$ cat src/rtl/forward_mac_layer_if.sv
// rtl/forward_mac_layer_if.sv - handshake bundle for the forward MAC layer
interface forward_mac_layer_if #(
  parameter int NP = 4,
  parameter int NC = 4,
  parameter int WF = 4
);
  logic                        iValid_AS_WeightBias;
  logic                        oReady_AS_WeightBias;
  logic [NC*NP*WF+NC*WF-1:0]   iData_AS_WeightBias;
  logic                        iValid_AS_State0;
  logic                        oReady_AS_State0;
  logic [NP*WF-1:0]            iData_AS_State0;
  logic                        oValid_BM_State1;
  logic                        iReady_BM_State1;
  logic [NC*WF-1:0]            oData_BM_State1;

  // Environment side: feeds weight/bias and parent state, consumes child state
  modport master (
    output iValid_AS_WeightBias, iData_AS_WeightBias,
    input  oReady_AS_WeightBias,
    output iValid_AS_State0, iData_AS_State0,
    input  oReady_AS_State0,
    input  oValid_BM_State1, oData_BM_State1,
    output iReady_BM_State1
  );

  // Layer side
  modport slave (
    input  iValid_AS_WeightBias, iData_AS_WeightBias,
    output oReady_AS_WeightBias,
    input  iValid_AS_State0, iData_AS_State0,
    output oReady_AS_State0,
    output oValid_BM_State1, oData_BM_State1,
    input  iReady_BM_State1
  );
endinterface

$ cat src/rtl/forward_mac_layer.sv
// rtl/forward_mac_layer.sv - serial-MAC neuron layer, optional ReLU via FORWARD_MAC_RELU_EN
module forward_mac_layer #(
  parameter int NP = 4,
  parameter int NC = 4,
  parameter int WF = 4
) (
  input logic              iCLK,
  input logic              iRST_N,
  forward_mac_layer_if.slave bus
);

  localparam int WBW  = NC*NP*WF + NC*WF;
  localparam int AW   = WF + $clog2(NP) + 2;
  localparam int KW   = (NP > 1) ? $clog2(NP) : 1;
  localparam int MAXV = (2**(WF-1)) - 1;
  localparam int MINV = -(2**(WF-1));

  typedef enum logic [1:0] {S_IDLE, S_ACC, S_OUT} state_t;

  state_t                 state_q;
  logic                   f_wb_q;
  logic                   f_st_q;
  logic [WBW-1:0]         wb_q;
  logic [NP*WF-1:0]       st_q;
  logic [KW-1:0]          k_q;
  logic signed [AW-1:0]   acc_q [NC];
  logic                   valid_q;
  logic [NC*WF-1:0]       data_q;

  logic                   wb_rdy;
  logic                   st_rdy;
  logic signed [WF-1:0]   x_k;
  logic signed [WF-1:0]   w_jk  [NC];
  logic signed [2*WF-1:0] prod  [NC];
  logic [WF-1:0]          p_jk  [NC];
  logic signed [AW-1:0]   acc_d [NC];
  logic [NC*WF-1:0]       y_d;

  // Readies depend only on registered state, never on the downstream ready
  assign wb_rdy = (state_q == S_IDLE) && !f_wb_q;
  assign st_rdy = (state_q == S_IDLE) && !f_st_q;

  assign bus.oReady_AS_WeightBias = wb_rdy;
  assign bus.oReady_AS_State0     = st_rdy;
  assign bus.oValid_BM_State1     = valid_q;
  assign bus.oData_BM_State1      = data_q;

  // One MAC step for every lane at parent index k, plus the saturated/activated view of it
  always_comb begin
    x_k = st_q[k_q*WF +: WF];
    y_d = '0;
    for (int j = 0; j < NC; j++) begin
      w_jk[j]  = wb_q[NC*WF + j*NP*WF + k_q*WF +: WF];
      prod[j]  = x_k * w_jk[j];
      p_jk[j]  = prod[j][WF-1 +: WF];
      acc_d[j] = acc_q[j] + {{(AW-WF){p_jk[j][WF-1]}}, p_jk[j]};
      if (acc_d[j] > AW'(MAXV)) begin
        y_d[j*WF +: WF] = WF'(MAXV);
      end else if (acc_d[j] < AW'(MINV)) begin
        y_d[j*WF +: WF] = WF'(MINV);
      end else begin
        y_d[j*WF +: WF] = acc_d[j][WF-1:0];
      end
`ifdef FORWARD_MAC_RELU_EN
      if (y_d[j*WF + WF - 1]) begin
        y_d[j*WF +: WF] = '0;
      end
`else
`endif
    end
  end

  // Input capture, IDLE/ACC/OUT sequencing and registered output stage
  always_ff @(posedge iCLK) begin
    if (!iRST_N) begin
      state_q <= S_IDLE;
      f_wb_q  <= 1'b0;
      f_st_q  <= 1'b0;
      wb_q    <= '0;
      st_q    <= '0;
      k_q     <= '0;
      valid_q <= 1'b0;
      data_q  <= '0;
      for (int j = 0; j < NC; j++) begin
        acc_q[j] <= '0;
      end
    end else begin
      if (bus.iValid_AS_WeightBias && wb_rdy) begin
        wb_q   <= bus.iData_AS_WeightBias;
        f_wb_q <= 1'b1;
      end
      if (bus.iValid_AS_State0 && st_rdy) begin
        st_q   <= bus.iData_AS_State0;
        f_st_q <= 1'b1;
      end
      case (state_q)
        S_IDLE: begin
          if (f_wb_q && f_st_q) begin
            state_q <= S_ACC;
            k_q     <= '0;
            for (int j = 0; j < NC; j++) begin
              acc_q[j] <= {{(AW-WF){wb_q[j*WF + WF - 1]}}, wb_q[j*WF +: WF]};
            end
          end
        end
        S_ACC: begin
          for (int j = 0; j < NC; j++) begin
            acc_q[j] <= acc_d[j];
          end
          k_q <= k_q + 1'b1;
          if (k_q == KW'(NP-1)) begin
            state_q <= S_OUT;
            valid_q <= 1'b1;
            data_q  <= y_d;
          end
        end
        S_OUT: begin
          if (bus.iReady_BM_State1) begin
            state_q <= S_IDLE;
            valid_q <= 1'b0;
            f_wb_q  <= 1'b0;
            f_st_q  <= 1'b0;
          end
        end
        default: begin
          state_q <= S_IDLE;
        end
      endcase
    end
  end

endmodule
$ cat src/flat_wrapper.sv
// flat-port wrapper written by rule: the top's interface ports become plain ports
module forward_mac_layer_flat 
#(
  parameter int NP = 4,
  parameter int NC = 4,
  parameter int WF = 4
)
  (iCLK, iRST_N, bus_iValid_AS_WeightBias, bus_iData_AS_WeightBias, bus_oReady_AS_WeightBias, bus_iValid_AS_State0, bus_iData_AS_State0, bus_oReady_AS_State0, bus_oValid_BM_State1, bus_oData_BM_State1, bus_iReady_BM_State1);
  forward_mac_layer_if #(.NP(NP), .NC(NC), .WF(WF)) bus_i ();
  input logic iCLK;
  input logic iRST_N;
  input wire logic [$bits(bus_i.iValid_AS_WeightBias)-1:0] bus_iValid_AS_WeightBias;
  input wire logic [$bits(bus_i.iData_AS_WeightBias)-1:0] bus_iData_AS_WeightBias;
  output wire logic [$bits(bus_i.oReady_AS_WeightBias)-1:0] bus_oReady_AS_WeightBias;
  input wire logic [$bits(bus_i.iValid_AS_State0)-1:0] bus_iValid_AS_State0;
  input wire logic [$bits(bus_i.iData_AS_State0)-1:0] bus_iData_AS_State0;
  output wire logic [$bits(bus_i.oReady_AS_State0)-1:0] bus_oReady_AS_State0;
  output wire logic [$bits(bus_i.oValid_BM_State1)-1:0] bus_oValid_BM_State1;
  output wire logic [$bits(bus_i.oData_BM_State1)-1:0] bus_oData_BM_State1;
  input wire logic [$bits(bus_i.iReady_BM_State1)-1:0] bus_iReady_BM_State1;
  assign bus_i.iValid_AS_WeightBias = bus_iValid_AS_WeightBias;
  assign bus_i.iData_AS_WeightBias = bus_iData_AS_WeightBias;
  assign bus_oReady_AS_WeightBias = bus_i.oReady_AS_WeightBias;
  assign bus_i.iValid_AS_State0 = bus_iValid_AS_State0;
  assign bus_i.iData_AS_State0 = bus_iData_AS_State0;
  assign bus_oReady_AS_State0 = bus_i.oReady_AS_State0;
  assign bus_oValid_BM_State1 = bus_i.oValid_BM_State1;
  assign bus_oData_BM_State1 = bus_i.oData_BM_State1;
  assign bus_i.iReady_BM_State1 = bus_iReady_BM_State1;
  forward_mac_layer #(.NP(NP), .NC(NC), .WF(WF)) u_core (.iCLK(iCLK), .iRST_N(iRST_N), .bus(bus_i));
endmodule
$ cat config.mk
export PLATFORM = sky130hd
export DESIGN_NAME = forward_mac_layer_flat
export DESIGN_NICKNAME = d
export VERILOG_FILES = /design/src/rtl/forward_mac_layer_if.sv /design/src/rtl/forward_mac_layer.sv /design/src/flat_wrapper.sv
export SDC_FILE = /design/constraint.sdc
export NUM_CORES = 1
export LEC_CHECK = 0
export ABC_CLOCK_PERIOD_IN_PS = 7300
export CAP_MARGIN = 40
export CORE_MARGIN = 8
export CORE_UTILIZATION = 40
export CTS_BUF_LIST = sky130_fd_sc_hd__clkbuf_8
export DETAILED_ROUTE_END_ITERATION = 8
export PLACE_DENSITY = 0.67
export SKIP_CTS_REPAIR_TIMING = 1
export SKIP_LAST_GASP = 1
export SYNTH_ARGS = -nofsm -noshare
export SYNTH_HDL_FRONTEND = slang
export SYNTH_SLANG_ARGS = --single-unit
$ cat constraint.sdc
create_clock -name iCLK -period 7.3 [get_ports iCLK]
set_input_delay 1.46 -clock iCLK [delete_from_list [all_inputs] [get_ports iCLK]]
set_output_delay 1.46 -clock iCLK [all_outputs]
set_load 0.01 [all_outputs]
### Congestion heat map, run 1

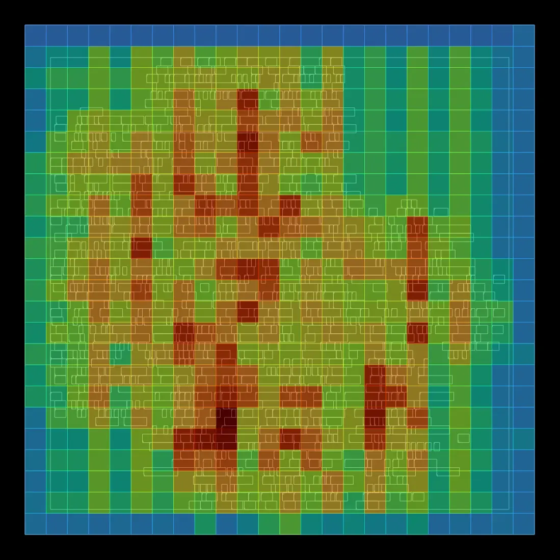
met3 routing resource usage after global routing: 0.0402
GRT met1 Usage: 0.199
per-cell routed wire length: 15.7 um
utilization after layout: 0.494

### Placement by cell class, run 1

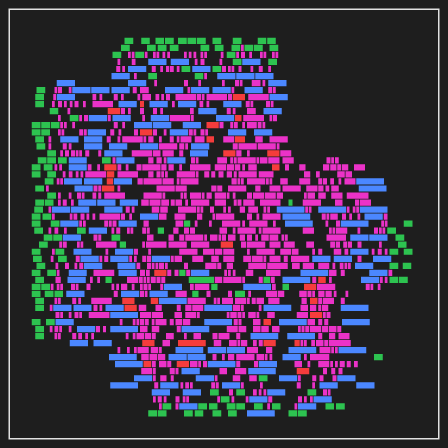
magenta -> all other logic  # cells 790, share of their area 52%
blue -> flip-flops  # cells 151, share of their area 32%
green -> other buffers and delay cells  # cells 131, share of their area 12%
red -> clock drivers and dummy loads  # cells 32, share of their area 3.7%

### Signal wires by layer, run 1

Scale bar: 50 um.
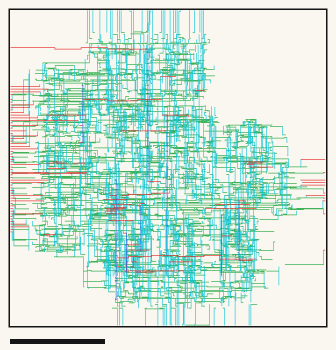
blue -> met4  # wire length 347 um
green -> met1  # wire length 10,100 um
red -> met3  # wire length 1,100 um
cyan -> met2  # wire length 10,200 um

==> Slide: Implementation Results, run 1 <==
Run Summary

Outcome
  – Status: finished clean

Clocking
  – Clock transition at the register clock pins on the worst setup and hold paths after CTS: roughly 0.090 ns
  – H-tree lvl count: 4
  – Clock sink count: 151
  – Clk root buf: sky130_fd_sc_hd__clkbuf_8
  – Maximum buffer depth of the clock tree: 2
  – Clock insertion delay at the later pin of the skew report: 0.47 ns
  – TritonCTS buffer count: 17
  – TritonCTS clock tree: built

Yosys
  – Xor/xnor share of the synthesized area: 0.0570
  – Fraction of synthesized cell area taken by the top area cell type: 0.266
  – Count of distinct cell types in the synthesized netlist: 43
  – Netlist area before placement: about 0.009 mm2
  – And+or+nand+nor area frac: 0.166
  – YS chip area: about 0.009 mm2
  – Count of mapped cells out of synthesis: approximately 990
  – Number of cells in the yosys synthesis report: just under 1,000
  – Mux frac, synth: 0.0545
  – Largest cells by area: sky130_fd_sc_hd__dfxtp_1 (27%), sky130_fd_sc_hd__nand2_1 (11%), sky130_fd_sc_hd__edfxtp_1 (11%)
  – Adder Area Share: 0.163
  – Synthesized area divided by synthesized cell count: just over 9 um2
  – Cell type with the largest total area after synthesis: sky130_fd_sc_hd__dfxtp_1
  – Ao+oa area frac: 0.145
  – Fraction of registers with async set/reset: 0
  – Post-synth tally of flip-flops with integrated enable: 32
  – Most used standard cell by instance count after synthesis: sky130_fd_sc_hd__nand2_1
  – Most used flip-flop cell after synthesis: sky130_fd_sc_hd__dfxtp_1
  – Synth Register Bits: ~150
  – Main kind of combinational logic by area: simple AND/OR/NAND/NOR gates
  – Yosys Warn Count: 0
  – Post-Syn Nets: roughly 1,200

STA
  – Pin slew with the least headroom to its limit: 0.721 ns
  – Rel. slew slack: 0.516
  – Achievable clock frequency: between 0.1 and 0.15 GHz
  – Total Negative Setup Slacks: 0 ns
  – Final tally of max-slew violations: 0
  – RSZ-0062 raised after global routing: false
  – Tightest hold margin: about 0.46 ns
  – Setup clock skew after layout: between 0.01 and 0.015 ns
  – Post-route setup slack: about 0.6 ns

Final layout
  – Largest regs: u_core.wb_q (80), u_core.acc_q (32)
  – Seq_cells: between 150 and 200
  – Post-route insts no fill: around 1,400
  – Post-layout net count: around 1,300
  – Antenna diodes: 0
  – Most numerous logic cells after layout: sky130_fd_sc_hd__nand2_1 (258), sky130_fd_sc_hd__a21oi_1 (130), sky130_fd_sc_hd__clkdlybuf4s50_1 (119), sky130_fd_sc_hd__dfxtp_1 (119), sky130_fd_sc_hd__ha_1 (59)
  – Post-route cell area: around 0.011 mm2
  – Seq/total area: 0.309
  – Fraction of area in clock buffers and inverters: 0.0357
  – Fillcell total: 2,145
  – Non-clk bufs: roughly 130
  – Fraction of area in non-clock buffers: 0.121
  – Leading cell type in the layout, fill and taps excluded: sky130_fd_sc_hd__nand2_1
  – Comb area: 0.00526 mm2
  – Proportion of cell area occupied by multi-input gates: 0.487
  – Non-clock inverters: roughly 44
  – Largest register by flop count: u_core.wb_q
  – Multi-input combinational cell count: about 750
  – Top cell category: logic gates
  – Signed area change from the synthesized netlist to the final layout: 20.6%
  – Flop area: ~0.0033 mm2
  – Share of cells above drive strength 1: 0.0752

Die
  – Floorplan Utilization: 0.409
  – Die width: about 170 um
  – Floorplan Core Area: roughly 0.022 mm2
  – Number of primary I/O pins: approximately 120
  – Std-Cell Rows: around 54
  – Tap Count: between 200 and 300
  – Die height: approximately 170 um
  – Total die area: approximately 0.027 mm2

Drt
  – WL met1: roughly 10,000 um
  – Initial DRC count: between 400 and 500
  – Overall via count from detail_route: 7,126
  – DR pass1 iterations: 5
  – DRC violations left: 0
  – Highest routed layer: met4
  – Wirelength, routed: approximately 22,000 um
  – Detail Route met2 WL: about 10,000 um
  – Remaining antenna violation count after routing: 0
  – Detailed-route vias per instance: 5.15

Critical path
  – Crit end category: flop
  – Origin of the critical flop-to-flop path: u_core.k_q[0]$_SDFFE_PN0P_
  – Critical Path, Cell by Cell: buf_4, mux4_2, and2_1, fa_1, fa_1, ha_1, ha_1, a21o_1, a21oi_1, xnor2_1, xnor2_1, xnor2_1, ha_1, a21oi_1, o21bai_1, a21oi_1, xnor2_1, o41ai_1, a221oi_1
  – CP delay by family, top: adder cells
  – Kind of start point of the critical path: flop
  – Origin of the worst setup path: u_core.k_q[0]$_SDFFE_PN0P_
  – FF-to-FF path depth: 19
  – Maximum fanout along the worst path: 16
  – Timing endpoint of the critical path: u_core.bus.oData_BM_State1[6]$_SDFFE_PN0P_
  – Crit path DRT: between 7 and 8 ns
  – Slowest library cell on the worst path: sky130_fd_sc_hd__o41ai_1
  – Signal arrival time at the worst endpoint: around 7.0 ns
  – Critical path's largest stage delay: 0.68 ns

Place
  – Routability congestion estimate: between 0.8 and 0.9
  – Pre-CTS worst setup slack: between 0.5 and 0.6 ns
  – Cell Area, Placed: 0.0104 mm2
  – Detail Placement HPWL: 16,200 um
  – Input/output buffers: around 120
  – Cell Count Post-Placement: about 1,400

Power and ir drop
  – Total Power Consumption: around 2100 uW
  – Maximum VDD drop: roughly 100 uV
  – Clock network fraction of design power: 0.307
  – Sequential cell fraction of total power: 0.444
  – Net Sw Frac: 0.324
  – Clk. pwr: approximately 650 uW
  – Power density over cell area: between 150 and 200 mW/mm2
  – Cell Int Power: between 1000 and 1500 uW
  – Biggest power consumer among the groups: sequential cells
  – Static Leakage: 0.00449 uW
  – Combinational-cell power consumption: 527 uW
  – Power in sequential cells: between 900 and 1000 uW
  – Switch Pwr: 684 uW

Global route
  – Remaining Overflow, GRT: 0
  – Pin count of the biggest net entering global routing: ~87
  – Grt met2 use: 0.252
  – Global routing usage summed across all routing layers: 0.157
  – Global-route wire length before repair: between 30,000 and 40,000 um

Worst hold path
  – Worst hold path depth: 2
  – Hold path start: u_core.wb_q[70]$_SDFFE_PN0P_
  – Worst min-delay path class: reg -> reg
  – Hold EP: u_core.wb_q[70]$_SDFFE_PN0P_

Job
  – MaxCap Viol Count: 0
  – Tool warnings: 28
## Run 2: what changed since run 1
- CTS_CLUSTER_DIAMETER: unset -> 50
### Floorplan with the power grid, run 2

Scale bar: 50 um. Pins as bars on the die edge.
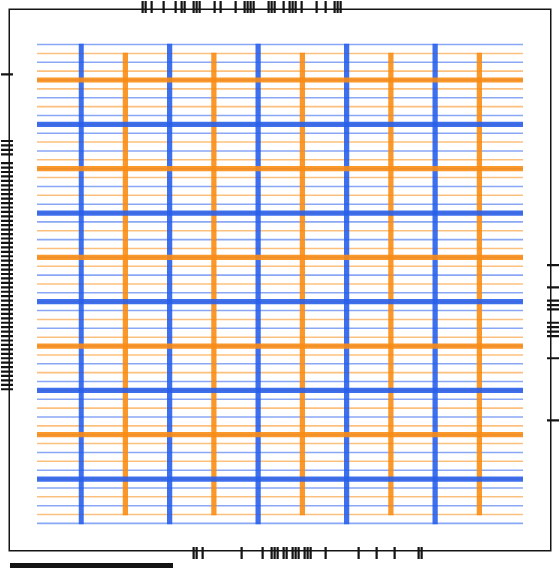
blue -> VSS
orange -> VDD
signal pins = 120
met4 straps = 10
rows = 54
met5 straps = 10
met1 rails = 55
Floorplan Core Area: 0.0219 mm2
maximum VDD drop: 103 uV
die width: 166 um

==> Slide: Implementation Results, run 2 <==
Run Summary

Final layout
  – Post-route insts no fill: 1,384 (unchanged)
  – Largest regs: u_core.wb_q (80), u_core.acc_q (32)
  – Post-layout net count: 1,287 (unchanged)
  – Fillcell total: 2,145 (unchanged)
  – Signed area change from the synthesized netlist to the final layout: 20.6% (unchanged)
  – Non-clk bufs: 131 (unchanged)
  – Utilization after layout: 0.494 (unchanged)
  – Post-route cell area: 0.0108 mm2 (unchanged)
  – Multi-input combinational cell count: 746 (unchanged)
  – Comb area: 0.00526 mm2 (unchanged)
  – Flop area: 0.00334 mm2 (unchanged)
  – Share of cells above drive strength 1: 0.0752 (unchanged)
  – Leading cell type in the layout, fill and taps excluded: sky130_fd_sc_hd__nand2_1
  – Proportion of cell area occupied by multi-input gates: 0.487 (unchanged)
  – Largest register by flop count: u_core.wb_q
  – Seq/total area: 0.309 (unchanged)
  – Top cell category: logic gates
  – Antenna diodes: 0 (unchanged)
  – Fraction of area in clock buffers and inverters: 0.0357 (unchanged)
  – Flip-flop count of the largest register after layout: 80
  – Most numerous logic cells after layout: sky130_fd_sc_hd__nand2_1 (258), sky130_fd_sc_hd__a21oi_1 (130), sky130_fd_sc_hd__clkdlybuf4s50_1 (119), sky130_fd_sc_hd__dfxtp_1 (119), sky130_fd_sc_hd__ha_1 (59)
  – Seq_cells: 151 (unchanged)
  – Fraction of area in non-clock buffers: 0.121 (unchanged)
  – Non-clock inverters: 44 (unchanged)

Clocking
  – Maximum buffer depth of the clock tree: 2 (unchanged)
  – Clock transition at the register clock pins on the worst setup and hold paths after CTS: 0.09 ns (about the same)
  – Clock insertion delay at the later pin of the skew report: 0.47 ns (about the same)
  – H-tree lvl count: 4 (unchanged)
  – TritonCTS clock tree: built
  – TritonCTS buffer count: 17 (unchanged)
  – Clock sink count: 151 (unchanged)
  – Clk root buf: sky130_fd_sc_hd__clkbuf_8

Critical path
  – R2r setup slk: 0.61 ns
  – Crit end category: flop
  – Origin of the worst setup path: u_core.k_q[0]$_SDFFE_PN0P_
  – Kind of start point of the critical path: flop
  – Maximum fanout along the worst path: 16 (unchanged)
  – Crit path DRT: 7.61 ns (about the same)
  – Signal arrival time at the worst endpoint: 7.00 ns (about the same)
  – Timing endpoint of the critical path: u_core.bus.oData_BM_State1[6]$_SDFFE_PN0P_
  – CP delay by family, top: adder cells
  – Critical path's largest stage delay: 0.68 ns (about the same)
  – Slowest library cell on the worst path: sky130_fd_sc_hd__o41ai_1
  – Critical Path, Cell by Cell: buf_4, mux4_2, and2_1, fa_1, fa_1, ha_1, ha_1, a21o_1, a21oi_1, xnor2_1, xnor2_1, xnor2_1, ha_1, a21oi_1, o21bai_1, a21oi_1, xnor2_1, o41ai_1, a221oi_1
  – Worst path bufs/invs: 1
  – FF-to-FF path depth: 19 (unchanged)
  – Origin of the critical flop-to-flop path: u_core.k_q[0]$_SDFFE_PN0P_
  – Crit path kind: reg -> reg

Drt
  – Detail Route met2 WL: 10,200 um (unchanged)
  – Per-cell routed wire length: 15.7 um (unchanged)
  – Overall via count from detail_route: 7,126 (unchanged)
  – DRC violations left: 0 (unchanged)
  – Highest routed layer: met4
  – Initial DRC count: 457 (unchanged)
  – Wire length on met3: between 1000 and 1500 um
  – WL met1: 10,100 um (unchanged)
  – Wirelength, routed: 21,700 um (unchanged)
  – Detailed-route vias per instance: 5.15 (unchanged)
  – Remaining antenna violation count after routing: 0 (unchanged)
  – DR pass1 iterations: 5 (unchanged)

Yosys
  – Count of mapped cells out of synthesis: 990 (unchanged)
  – Main kind of combinational logic by area: simple AND/OR/NAND/NOR gates
  – Most used standard cell by instance count after synthesis: sky130_fd_sc_hd__nand2_1
  – Most used flip-flop cell after synthesis: sky130_fd_sc_hd__dfxtp_1
  – Post-Syn Nets: 1,186 (unchanged)
  – Xor/xnor share of the synthesized area: 0.0570 (unchanged)
  – Ao+oa area frac: 0.145 (unchanged)
  – Adder Area Share: 0.163 (unchanged)
  – Post-synth tally of flip-flops with integrated enable: 32 (unchanged)
  – And+or+nand+nor area frac: 0.166 (unchanged)
  – Yosys Warn Count: 0 (unchanged)
  – Fraction of synthesized cell area taken by the top area cell type: 0.266 (unchanged)
  – Netlist area before placement: 0.00896 mm2 (unchanged)
  – Number of cells in the yosys synthesis report: 990 (unchanged)
  – YS chip area: 0.00896 mm2 (unchanged)
  – List of most frequent post-synthesis cells: sky130_fd_sc_hd__nand2_1 (259), sky130_fd_sc_hd__a21oi_1 (130), sky130_fd_sc_hd__dfxtp_1 (119)
  – Synthesized area divided by synthesized cell count: 9.05 um2 (unchanged)
  – Fraction of registers with async set/reset: 0 (unchanged)
  – Mux frac, synth: 0.0545 (unchanged)
  – Largest cells by area: sky130_fd_sc_hd__dfxtp_1 (27%), sky130_fd_sc_hd__nand2_1 (11%), sky130_fd_sc_hd__edfxtp_1 (11%)
  – Synth Register Bits: 151 (unchanged)
  – Cell type with the largest total area after synthesis: sky130_fd_sc_hd__dfxtp_1
  – Count of distinct cell types in the synthesized netlist: 43 (unchanged)

Power and ir drop
  – Static Leakage: 0.00449 uW (unchanged)
  – Power density over cell area: 195 mW/mm2 (unchanged)
  – Switch Pwr: 684 uW (unchanged)
  – Net Sw Frac: 0.324 (unchanged)
  – Clock network fraction of design power: 0.307 (about the same)
  – Biggest power consumer among the groups: sequential cells
  – Clk. pwr: 647 uW (about the same)
  – Cell Int Power: 1430 uW (unchanged)
  – Combinational-cell power consumption: 527 uW (about the same)
  – Sequential cell fraction of total power: 0.444 (about the same)
  – Power in sequential cells: 937 uW (about the same)
  – Comb pwr share: 0.250
  – Total Power Consumption: 2110 uW (unchanged)

Global route
  – Busiest layer in global routing: met2
  – Via count of the first global-routing pass: 7,312
  – Remaining Overflow, GRT: 0 (unchanged)
  – Pin count of the biggest net entering global routing: 87 (unchanged)
  – GRT met1 Usage: 0.199 (unchanged)
  – Global-route wire length before repair: 35,700 um (unchanged)
  – Met3 routing resource usage after global routing: 0.0402 (unchanged)
  – Antenna violations before repair: 0

STA
  – Achievable clock frequency: 0.149 GHz (unchanged)
  – RSZ-0062 raised after global routing: false
  – Final tally of max-slew violations: 0 (unchanged)
  – Setup clock skew after layout: 0.0111 ns (unchanged)
  – Total Negative Setup Slacks: 0 ns (unchanged)
  – Tightest hold margin: 0.457 ns (unchanged)
  – Post-route setup slack: 0.606 ns (unchanged)
  – Final Hold Fails: 0
  – Pin slew with the least headroom to its limit: 0.721 ns (unchanged)
  – Rel. slew slack: 0.516 (unchanged)

Place
  – Routability congestion estimate: 0.800 (unchanged)
  – Pre-CTS worst setup slack: 0.599 ns (unchanged)
  – Detail Placement HPWL: 16,200 um (unchanged)
  – Cell Count Post-Placement: 1,352 (unchanged)
  – Cell Area, Placed: 0.0104 mm2 (unchanged)
  – Input/output buffers: 119 (unchanged)

Job
  – MaxCap Viol Count: 0 (unchanged)
  – Tool warnings: 28 (unchanged)

Die
  – Floorplan Utilization: 0.409 (unchanged)
  – Number of primary I/O pins: 120 (unchanged)
  – Std-Cell Rows: 54 (unchanged)
  – Total die area: 0.0274 mm2 (unchanged)
  – Tap Count: 280 (unchanged)

Worst hold path
  – Worst min-delay path class: reg -> reg
  – Hold path start: u_core.wb_q[70]$_SDFFE_PN0P_
  – Hold EP: u_core.wb_q[70]$_SDFFE_PN0P_
  – Worst hold path depth: 2 (unchanged)

Outcome
  – Status: finished clean
### Congestion heat map, run 2

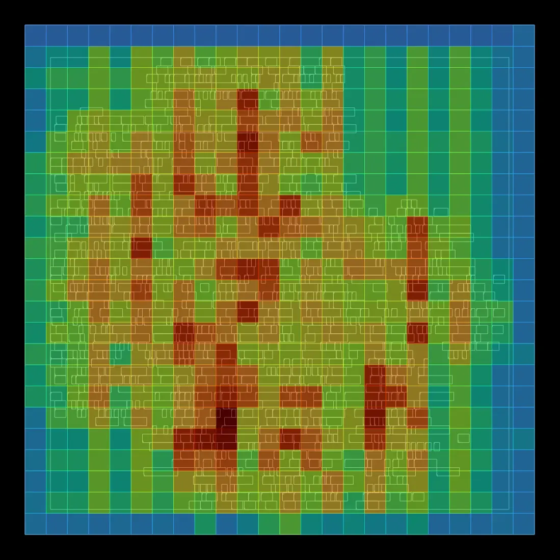
grt met2 use: 0.252
global routing usage summed across all routing layers: 0.157

### Placement by cell class, run 2

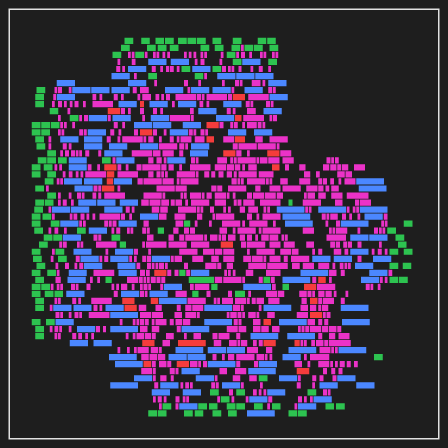

## Run 3: what changed since run 2
- CTS_CLUSTER_DIAMETER: 50 -> 120
- PLACE_DENSITY: 0.67 -> 0.6
### Placement by cell class, run 3

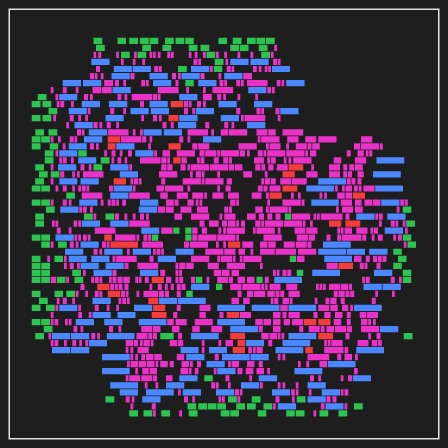
utilization after layout: 0.496
post-route cell area: 0.0108 mm2
Std-Cell Rows: 54

### Clock network drawn from the DEF, run 3

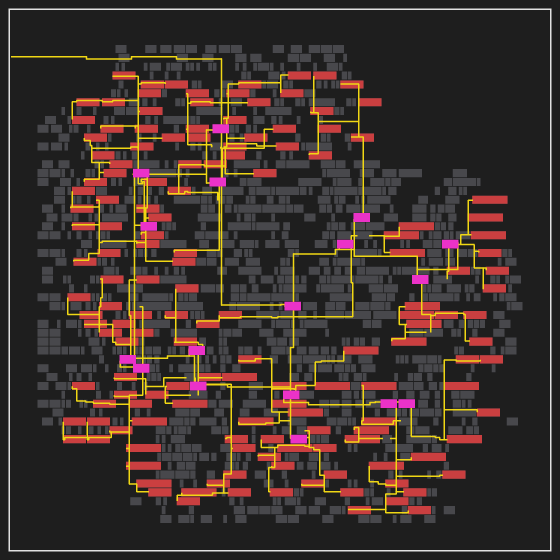
magenta -> cells driving clock nets  # count 17
yellow -> clock wires  # length 2,110 um
red -> flip-flops  # count 151
routed clock nets = 18
flops lie = widely spread

==> Slide: Implementation Results, run 3 <==
Run Summary

Yosys
  – Cell type with the largest total area after synthesis: sky130_fd_sc_hd__dfxtp_1
  – Adder Area Share: 0.163 (unchanged)
  – Fraction of synthesized cell area taken by the top area cell type: 0.266 (unchanged)
  – Post-Syn Nets: 1,186 (unchanged)
  – List of most frequent post-synthesis cells: sky130_fd_sc_hd__nand2_1 (259), sky130_fd_sc_hd__a21oi_1 (130), sky130_fd_sc_hd__dfxtp_1 (119)
  – Post-synth tally of flip-flops with integrated enable: 32 (unchanged)
  – Xor/xnor share of the synthesized area: 0.0570 (unchanged)
  – Ao+oa area frac: 0.145 (unchanged)
  – Netlist area before placement: 0.00896 mm2 (unchanged)
  – And+or+nand+nor area frac: 0.166 (unchanged)
  – Yosys Warn Count: 0 (unchanged)
  – Most used standard cell by instance count after synthesis: sky130_fd_sc_hd__nand2_1
  – Main kind of combinational logic by area: simple AND/OR/NAND/NOR gates
  – Most used flip-flop cell after synthesis: sky130_fd_sc_hd__dfxtp_1
  – Synth Register Bits: 151 (unchanged)
  – YS chip area: 0.00896 mm2 (unchanged)
  – Mux frac, synth: 0.0545 (unchanged)
  – Count of mapped cells out of synthesis: 990 (unchanged)
  – Fraction of registers with async set/reset: 0 (unchanged)
  – Number of cells in the yosys synthesis report: 990 (unchanged)
  – Largest cells by area: sky130_fd_sc_hd__dfxtp_1 (27%), sky130_fd_sc_hd__nand2_1 (11%), sky130_fd_sc_hd__edfxtp_1 (11%)
  – Count of distinct cell types in the synthesized netlist: 43 (unchanged)
  – Synthesized area divided by synthesized cell count: 9.05 um2 (unchanged)

Critical path
  – Kind of start point of the critical path: flop
  – Worst path bufs/invs: 1 (unchanged)
  – Origin of the worst setup path: u_core.k_q[0]$_SDFFE_PN0P_
  – Origin of the critical flop-to-flop path: u_core.k_q[0]$_SDFFE_PN0P_
  – Crit path kind: reg -> reg
  – Signal arrival time at the worst endpoint: 6.92 ns (-0.08 ns)
  – Critical path's largest stage delay: 0.73 ns (+0.05 ns)
  – R2r setup slk: 0.74 ns (+0.13 ns)
  – FF-to-FF path depth: 20 (+1)
  – Crit path DRT: 7.66 ns (+0.05 ns)
  – Crit end category: flop
  – Critical Path, Cell by Cell: buf_4, mux4_2, and2_1, fa_1, fa_1, ha_1, ha_1, a21o_1, a21oi_1, xnor2_1, xnor2_1, xnor2_1, ha_1, a21oi_1, o21ai_0, a31o_2, xor2_1, xnor2_1, o21ai_0, a221oi_1
  – Maximum fanout along the worst path: 18 (+2)
  – Crit. path cell count: 20
  – Timing endpoint of the critical path: u_core.bus.oData_BM_State1[6]$_SDFFE_PN0P_
  – Worst flop-to-flop path endpoint: u_core.bus.oData_BM_State1[6]$_SDFFE_PN0P_
  – Slowest library cell on the worst path: sky130_fd_sc_hd__mux4_2
  – CP delay by family, top: adder cells

Drt
  – Wire length on met3: 1180 um (+7.5%)
  – Initial DRC count: 427 (-6.6%)
  – Remaining antenna violation count after routing: 0 (unchanged)
  – Overall via count from detail_route: 7,063 (-0.88%)
  – Per-cell routed wire length: 16.2 um (+3.2%)
  – Highest routed layer: met4
  – Detailed-route vias per instance: 5.10 (-0.88%)
  – DR pass1 iterations: 5 (unchanged)
  – Wirelength, routed: 22,400 um (+3.2%)
  – Detail Route met2 WL: 10,300 um (+1.1%)
  – WL met1: 10,600 um (+5.3%)
  – DRC violations left: 0 (unchanged)

STA
  – RSZ-0062 raised after global routing: false
  – Total Negative Setup Slacks: 0 ns (unchanged)
  – Rel. slew slack: 0.461 (-0.0551)
  – Achievable clock frequency: 0.152 GHz (+2.1%)
  – Minimum clock period: between 6 and 7 ns
  – Pin slew with the least headroom to its limit: 0.807 ns (+0.0853 ns)
  – Post-route setup slack: 0.740 ns (+0.135 ns)
  – Final Hold Fails: 0 (unchanged)
  – Final tally of max-slew violations: 0 (unchanged)
  – Tightest hold margin: 0.457 ns (+0.000633 ns)
  – Setup clock skew after layout: 0.0198 ns (+0.00876 ns)

Final layout
  – Flip-flop count of the largest register after layout: 80 (unchanged)
  – Non-clk bufs: 131 (unchanged)
  – Largest register by flop count: u_core.wb_q
  – Seq/total area: 0.308 (-0.00129)
  – Proportion of cell area occupied by multi-input gates: 0.484 (-0.00202)
  – Antenna diodes: 0 (unchanged)
  – Most numerous logic cells after layout: sky130_fd_sc_hd__nand2_1 (258), sky130_fd_sc_hd__a21oi_1 (130), sky130_fd_sc_hd__clkdlybuf4s50_1 (119), sky130_fd_sc_hd__dfxtp_1 (119), sky130_fd_sc_hd__ha_1 (59)
  – Fraction of area in clock buffers and inverters: 0.0409 (+0.00527)
  – Largest regs: u_core.wb_q (80), u_core.acc_q (32)
  – Multi-input combinational cell count: 746 (unchanged)
  – Post-layout net count: 1,287 (unchanged)
  – Leading cell type in the layout, fill and taps excluded: sky130_fd_sc_hd__nand2_1
  – Seq_cells: 151 (unchanged)
  – Non-clock inverters: 44 (unchanged)
  – Post-route insts no fill: 1,384 (unchanged)
  – Fraction of area in non-clock buffers: 0.119 (-0.00177)
  – Top cell category: logic gates
  – Signed area change from the synthesized netlist to the final layout: 21.1%
  – Comb area: 0.00526 mm2 (unchanged)
  – Share of cells above drive strength 1: 0.0752 (unchanged)
  – Flop area: 0.00334 mm2 (unchanged)
  – Fillcell total: 2,151 (+0.28%)

Global route
  – Via count of the first global-routing pass: 7,193 (-1.6%)
  – GRT met1 Usage: 0.215 (+0.0161)
  – Global routing usage summed across all routing layers: 0.163 (+0.00631)
  – Grt met2 use: 0.258 (+0.00619)
  – Busiest layer in global routing: met2
  – Met3 routing resource usage after global routing: 0.0416 (+0.00142)
  – Antenna violations before repair: 0 (unchanged)
  – Pin count of the biggest net entering global routing: 65 (-25%)
  – Global-route wire length before repair: 36,900 um (+3.2%)
  – Remaining Overflow, GRT: 0 (unchanged)

Die
  – Die width: 166 um (unchanged)
  – Floorplan Core Area: 0.0219 mm2 (unchanged)
  – Floorplan Utilization: 0.409 (unchanged)
  – Tap Count: 280 (unchanged)
  – Number of primary I/O pins: 120 (unchanged)
  – Total die area: 0.0274 mm2 (unchanged)

Power and ir drop
  – Comb pwr share: 0.244 (-0.006)
  – Clock network fraction of design power: 0.323 (+0.016)
  – Combinational-cell power consumption: 528 uW (about the same)
  – Cell Int Power: 1440 uW (+0.80%)
  – Power in sequential cells: 939 uW (about the same)
  – Sequential cell fraction of total power: 0.433 (-0.011)
  – Switch Pwr: 729 uW (+6.5%)
  – Total Power Consumption: 2170 uW (+2.7%)
  – Biggest power consumer among the groups: sequential cells
  – Static Leakage: 0.00451 uW (+0.45%)
  – Net Sw Frac: 0.336 (+0.0122)
  – Maximum VDD drop: 87.3 uV (-15%)
  – Power density over cell area: 200 mW/mm2 (+2.2%)
  – Clk. pwr: 700 uW (+8.2%)

Job
  – MaxCap Viol Count: 0 (unchanged)
  – Tool warnings: 28 (unchanged)

Clocking
  – H-tree lvl count: 4 (unchanged)
  – TritonCTS clock tree: built
  – TritonCTS buffer count: 17 (unchanged)
  – Clock transition at the register clock pins on the worst setup and hold paths after CTS: 0.10 ns (about the same)
  – Clock sink count: 151 (unchanged)
  – Maximum buffer depth of the clock tree: 2 (unchanged)
  – Clk root buf: sky130_fd_sc_hd__clkbuf_8
  – Clock insertion delay at the later pin of the skew report: 0.47 ns (about the same)

Place
  – Input/output buffers: 119 (unchanged)
  – Detail Placement HPWL: 16,600 um (+2.6%)
  – Cell Count Post-Placement: 1,352 (unchanged)
  – Routability congestion estimate: 0.824 (+3.0%)
  – Cell Area, Placed: 0.0104 mm2 (-0.13%)
  – Pre-CTS worst setup slack: 0.753 ns (+0.154 ns)

Outcome
  – Status: finished clean

Worst hold path
  – Hold path start: u_core.wb_q[74]$_SDFFE_PN0P_
  – Worst hold path depth: 2 (unchanged)
  – Hold EP: u_core.wb_q[74]$_SDFFE_PN0P_
  – Worst min-delay path class: reg -> reg
Power figures rest on the tool's default switching activity, not on a simulated workload.
